Floorplan with the power grid:
Pins as bars on the die edge. Tap cells in gray.
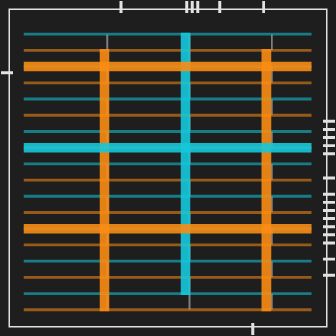
Cell classes on the final placement:
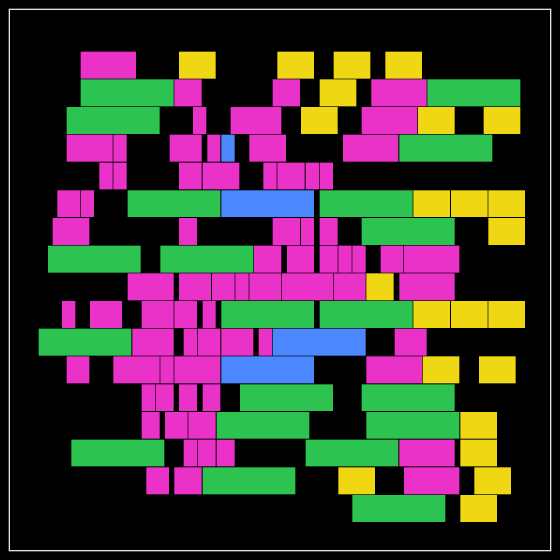
===== config.mk =====
export PLATFORM = sky130hd
export DESIGN_NAME = rx_deframer
export DESIGN_NICKNAME = d
export VERILOG_FILES = /design/src/rtl/rx_pkg.sv /design/src/rtl/rx_len_counter.sv /design/src/rtl/rx_deframer.sv
export SDC_FILE = /design/constraint.sdc
export NUM_CORES = 1
export LEC_CHECK = 0
export CAP_MARGIN = 20
export CORE_MARGIN = 2
export CORE_UTILIZATION = 45
export CTS_BUF_LIST = sky130_fd_sc_hd__clkbuf_16
export CTS_CLUSTER_DIAMETER = 30
export DETAILED_ROUTE_END_ITERATION = 6
export PLACE_DENSITY_LB_ADDON = 0.15
export SLEW_MARGIN = 20
export SYNTH_ARGS = -nofsm -noshare
export SYNTH_HDL_FRONTEND = slang
export SYNTH_HIERARCHICAL = 1
export SYNTH_SLANG_ARGS = --single-unit
export TNS_END_PERCENT = 20

===== constraint.sdc =====
create_clock -name clk -period 3.2 [get_ports clk]
set_clock_uncertainty 0.15 [all_clocks]
set_input_delay 0.48 -clock clk [delete_from_list [all_inputs] [get_ports clk]]
set_output_delay 0.48 -clock clk [all_outputs]
set_load 0.03 [all_outputs]

===== src/rtl/rx_pkg.sv =====
// Shared framing constants and state encoding for the byte-stream deframer.
package rx_pkg;

  localparam logic [7:0] SOF_BYTE = 8'hAA;
  localparam logic [7:0] EOF_BYTE = 8'hBB;

  typedef enum logic [1:0] {
    IDLE    = 2'd0,
    PAYLOAD = 2'd1,
    DONE    = 2'd2,
    ERROR   = 2'd3
  } rx_state_t;

endpackage


===== src/rtl/rx_len_counter.sv =====
// Payload byte counter: synchronous clear, increment on enable, saturates at MAX_PAYLOAD.
module rx_len_counter #(
  parameter int unsigned MAX_PAYLOAD = 16
) (
  input  logic       clk,
  input  logic       n_rst,
  input  logic       clear,
  input  logic       enable,
  output logic [7:0] count,
  output logic       at_max
);

  localparam logic [7:0] MAX_LEN = 8'(MAX_PAYLOAD);

  assign at_max = (count == MAX_LEN);

  always_ff @(posedge clk or negedge n_rst) begin
    if (!n_rst) begin
      count <= '0;
    end else if (clear) begin
      count <= '0;
    end else if (enable && !at_max) begin
      count <= count + 8'd1;
    end
  end

endmodule


===== src/rtl/rx_deframer.sv =====
// Extracts payload bytes framed by SOF/EOF from a received byte stream.
// Define RX_DEFRAMER_LEN_EN to add the pkt_len output (payload length of last good packet).
module rx_deframer
  import rx_pkg::*;
#(
  parameter int unsigned MAX_PAYLOAD = 16
) (
  input  logic       clk,
  input  logic       n_rst,
  input  logic       byte_ready,
  input  logic [7:0] rx_byte,
  output logic [7:0] data_out,
  output logic       data_valid,
  output logic       packet_done,
  output logic       framing_error,
  output logic       rx_active
`ifdef RX_DEFRAMER_LEN_EN
  ,
  output logic [7:0] pkt_len
`endif
);

  rx_state_t  state;
  rx_state_t  state_nxt;
  logic [7:0] data_nxt;
  logic       valid_nxt;
  logic       error_nxt;
  logic       len_clear;
  logic       len_inc;
  logic       at_max;

`ifdef RX_DEFRAMER_LEN_EN
  logic [7:0] len;
`else
  logic [7:0] len_unused;
`endif

  rx_len_counter #(
    .MAX_PAYLOAD (MAX_PAYLOAD)
  ) u_len (
    .clk    (clk),
    .n_rst  (n_rst),
    .clear  (len_clear),
    .enable (len_inc),
`ifdef RX_DEFRAMER_LEN_EN
    .count  (len),
`else
    .count  (len_unused),
`endif
    .at_max (at_max)
  );

  // DONE always falls back to IDLE, but a byte in that cycle is still decoded as in IDLE.
  always_comb begin
    state_nxt = (state == DONE) ? IDLE : state;
    data_nxt  = data_out;
    valid_nxt = 1'b0;
    error_nxt = framing_error;
    len_clear = 1'b0;
    len_inc   = 1'b0;
    if (byte_ready) begin
      unique case (state)
        IDLE, DONE: begin
          if (rx_byte == SOF_BYTE) begin
            state_nxt = PAYLOAD;
            len_clear = 1'b1;
            error_nxt = 1'b0;
          end
        end
        PAYLOAD: begin
          if (rx_byte == SOF_BYTE) begin
            len_clear = 1'b1;
            error_nxt = 1'b1;
          end else if (rx_byte == EOF_BYTE) begin
            state_nxt = DONE;
          end else if (at_max) begin
            state_nxt = ERROR;
            error_nxt = 1'b1;
          end else begin
            data_nxt  = rx_byte;
            valid_nxt = 1'b1;
            len_inc   = 1'b1;
          end
        end
        ERROR: begin
          if (rx_byte == SOF_BYTE) begin
            state_nxt = PAYLOAD;
            len_clear = 1'b1;
            error_nxt = 1'b0;
          end else if (rx_byte == EOF_BYTE) begin
            state_nxt = IDLE;
          end
        end
        default: state_nxt = IDLE;
      endcase
    end
  end

  always_ff @(posedge clk or negedge n_rst) begin
    if (!n_rst) begin
      state         <= IDLE;
      data_out      <= '0;
      data_valid    <= 1'b0;
      framing_error <= 1'b0;
    end else begin
      state         <= state_nxt;
      data_out      <= data_nxt;
      data_valid    <= valid_nxt;
      framing_error <= error_nxt;
    end
  end

  assign packet_done = (state == DONE);
  assign rx_active   = (state == PAYLOAD);

`ifdef RX_DEFRAMER_LEN_EN
  // Captured on the same edge that enters DONE, so it is valid alongside packet_done.
  always_ff @(posedge clk or negedge n_rst) begin
    if (!n_rst) begin
      pkt_len <= '0;
    end else if (state_nxt == DONE) begin
      pkt_len <= len;
    end
  end
`endif

endmodule


==> run summary <==
Physical implementation

The run finished with clean final reports. The number of clock buffers inserted by TritonCTS is 3. Nets still carrying antenna violations after routing amount to 0. The endpoint identified for the worst register-to-register timing path is u_len/count[7]$_DFFE_PN0P_. In this design, the stage delay of the slowest critical-path cell is 0.53 ns. In the post-route report, total wirelength is listed as 2.18 mm.

The critical path is of the input port to flop type. By area the synthesized netlist is led by sky130_fd_sc_hd__dfrtp_1, sky130_fd_sc_hd__mux2_4, sky130_fd_sc_hd__nand2_1. For this block, wires on met1 add up to 914 um. The sum of met3 wire segment lengths after detailed routing is 150 um. The number of setup buffers added after CTS is 0. The reported combinational group power is 388 uW. Of all flip-flops after synthesis, the portion carrying an async set or reset was 100%. Hold analysis shows the worst path with a depth of 1. CTS built an H-tree with a depth of 1. In this run the layout overhead on the synthesized area is reported as 29.7%. In the detailed route, the total length drawn on met2 is 1.09 mm. The routing usage on met1 is 20.7%. The initial standard-cell utilization of the core is 48.4%. Per the synthesis report, the XOR/XNOR share of the synthesized area is 1.62%. The logic share of the area is 38.9%. According to the floorplan report, the placeable core area is 0.00223 mm^2. The simple-gate share of the synthesized area is 20.9%. The pre-CTS setup slack is 0.399 ns. The timing report attributes the biggest portion of critical-path delay to simple AND/OR/NAND/NOR gates. For this run, the register share of the synthesized area comes to 46.3%. The most instantiated flip-flop cell in the synthesis netlist is sky130_fd_sc_hd__dfrtp_1. TritonCTS reports the number of clock sinks as 20. Per the layout report, the design carries 189 filler cells.

The number of cell instances on the worst register-to-register path is 9. Gates resized during post-CTS repair numbered 0. The total buffers and inverters traversed by the critical path is 2. The path class of the tightest hold or removal check is flop to flop. The number of top-level pins is 23. The layout has 23 buffers outside the clock class. The total number of warnings across the stage logs is 27. Data arrives at the worst endpoint at 2.58 ns. The most frequent logic cell in the layout is sky130_fd_sc_hd__clkdlybuf4s50_1.

The clock transition at the registers of the reported paths is 0.06 ns. The highest layer touched by signal routing is met4. The number of buffers on the longest clock path is 2. Detailed placement finished with a half-perimeter wire length of 1.59 mm. Setup repair after global routing left no endpoint under its margin. The synthesized netlist handed to floorplanning was reported with a cell count of 96.

The final count of negative-setup-slack endpoints is 0. The minimum setup slack in the final design is 0.646 ns. Registers take 500 um^2. STA lists the startpoint of the worst hold path as data_out[1]$_DFFE_PN0P_.

The number of antenna repair diodes is 0. For this sky-water flow run, the detailed-routed wirelength per cell is reported as 14.7 um. After routing, the total negative slack on setup checks comes to 0 ns. The overall power is 1050 uW.

For this floorplan the total number of well-tap instances is 28. Global routing used 3.67% of the available met3 tracks. The highest attainable clock frequency is 392 MHz. The global routing stage identified its most utilized layer as met2. The number of nets at floorplan is 109. The reported leakage power is 0.000619 uW.

The chip occupies 0.00281 mm^2. Hold timing on the final database bottoms out at a slack of 0.357 ns. The footprint of the multi-input gates is 546 um^2.

Summed over all layers, the global routing overflow is 0. The number of global-route vias before repair is 770. By area, the combinational part of the netlist is dominated by simple AND/OR/NAND/NOR gates. The placed standard-cell area is 0.00132 mm^2.

The clock network consumes a total of 255 uW. Counting buffers and inverters, the worst setup path is 8 cells deep. The combinational group share of total power is 37.1%. For the pin with the worst max-slew slack, the measured transition is 0.902 ns. For reference, the post-synthesis area per instance comes to 11.3 um^2. The count of multi-input gates is 69. The layout summary lists the proportion of cells stronger than drive strength 1 as 16.7%.

The most common cell in the synthesized netlist is sky130_fd_sc_hd__dfrtp_1. The clock tree buffer count of the final layout is 3. Per the cell usage report, the commonest logic cells after layout are sky130_fd_sc_hd__clkdlybuf4s50_1, sky130_fd_sc_hd__dfrtp_1, sky130_fd_sc_hd__nand2_1, sky130_fd_sc_hd__mux2_4, sky130_fd_sc_hd__nor2_1. The area-dominant cell class after layout is logic gates.

The clock network latency to the later pin of the worst-skew pair is 0.25 ns. The share of total power dissipated in the clock network is 24.3%. Along the worst path, the maximum fanout reaches 7. In the global route stage, overall resource usage came out at 17.1%. The cell area after synthesis is 0.00108 mm^2. After synthesis, the largest area contributor takes up 46.3% of total cell area. The launch point of the critical path was reported as rx_byte[0].
About 'floorplan with the power grid':
legend:
  cyan:
    net: VDD
  orange:
    net: VSS
signal pins: 23
met4 straps: 3
met5 straps: 3
Max VDD drop: 0.000432 V
width of the die: 53.0 um
Die Y: 53.0 um

About 'cell classes on the final placement':
legend:
  blue:
    class: clock drivers and dummy loads
    cells: 4
    share_of_their_area: 5.8%
  yellow:
    class: other buffers and delay cells
    cells: 23
    share_of_their_area: 17%
  magenta:
    class: all other logic
    cells: 73
    share_of_their_area: 41%
  green:
    class: flip-flops
    cells: 20
    share_of_their_area: 37%
Final Core Density: 62.8%
post-route standard cell area excluding fillers: 0.00140 mm^2

Power and IR drop assume default switching activity.
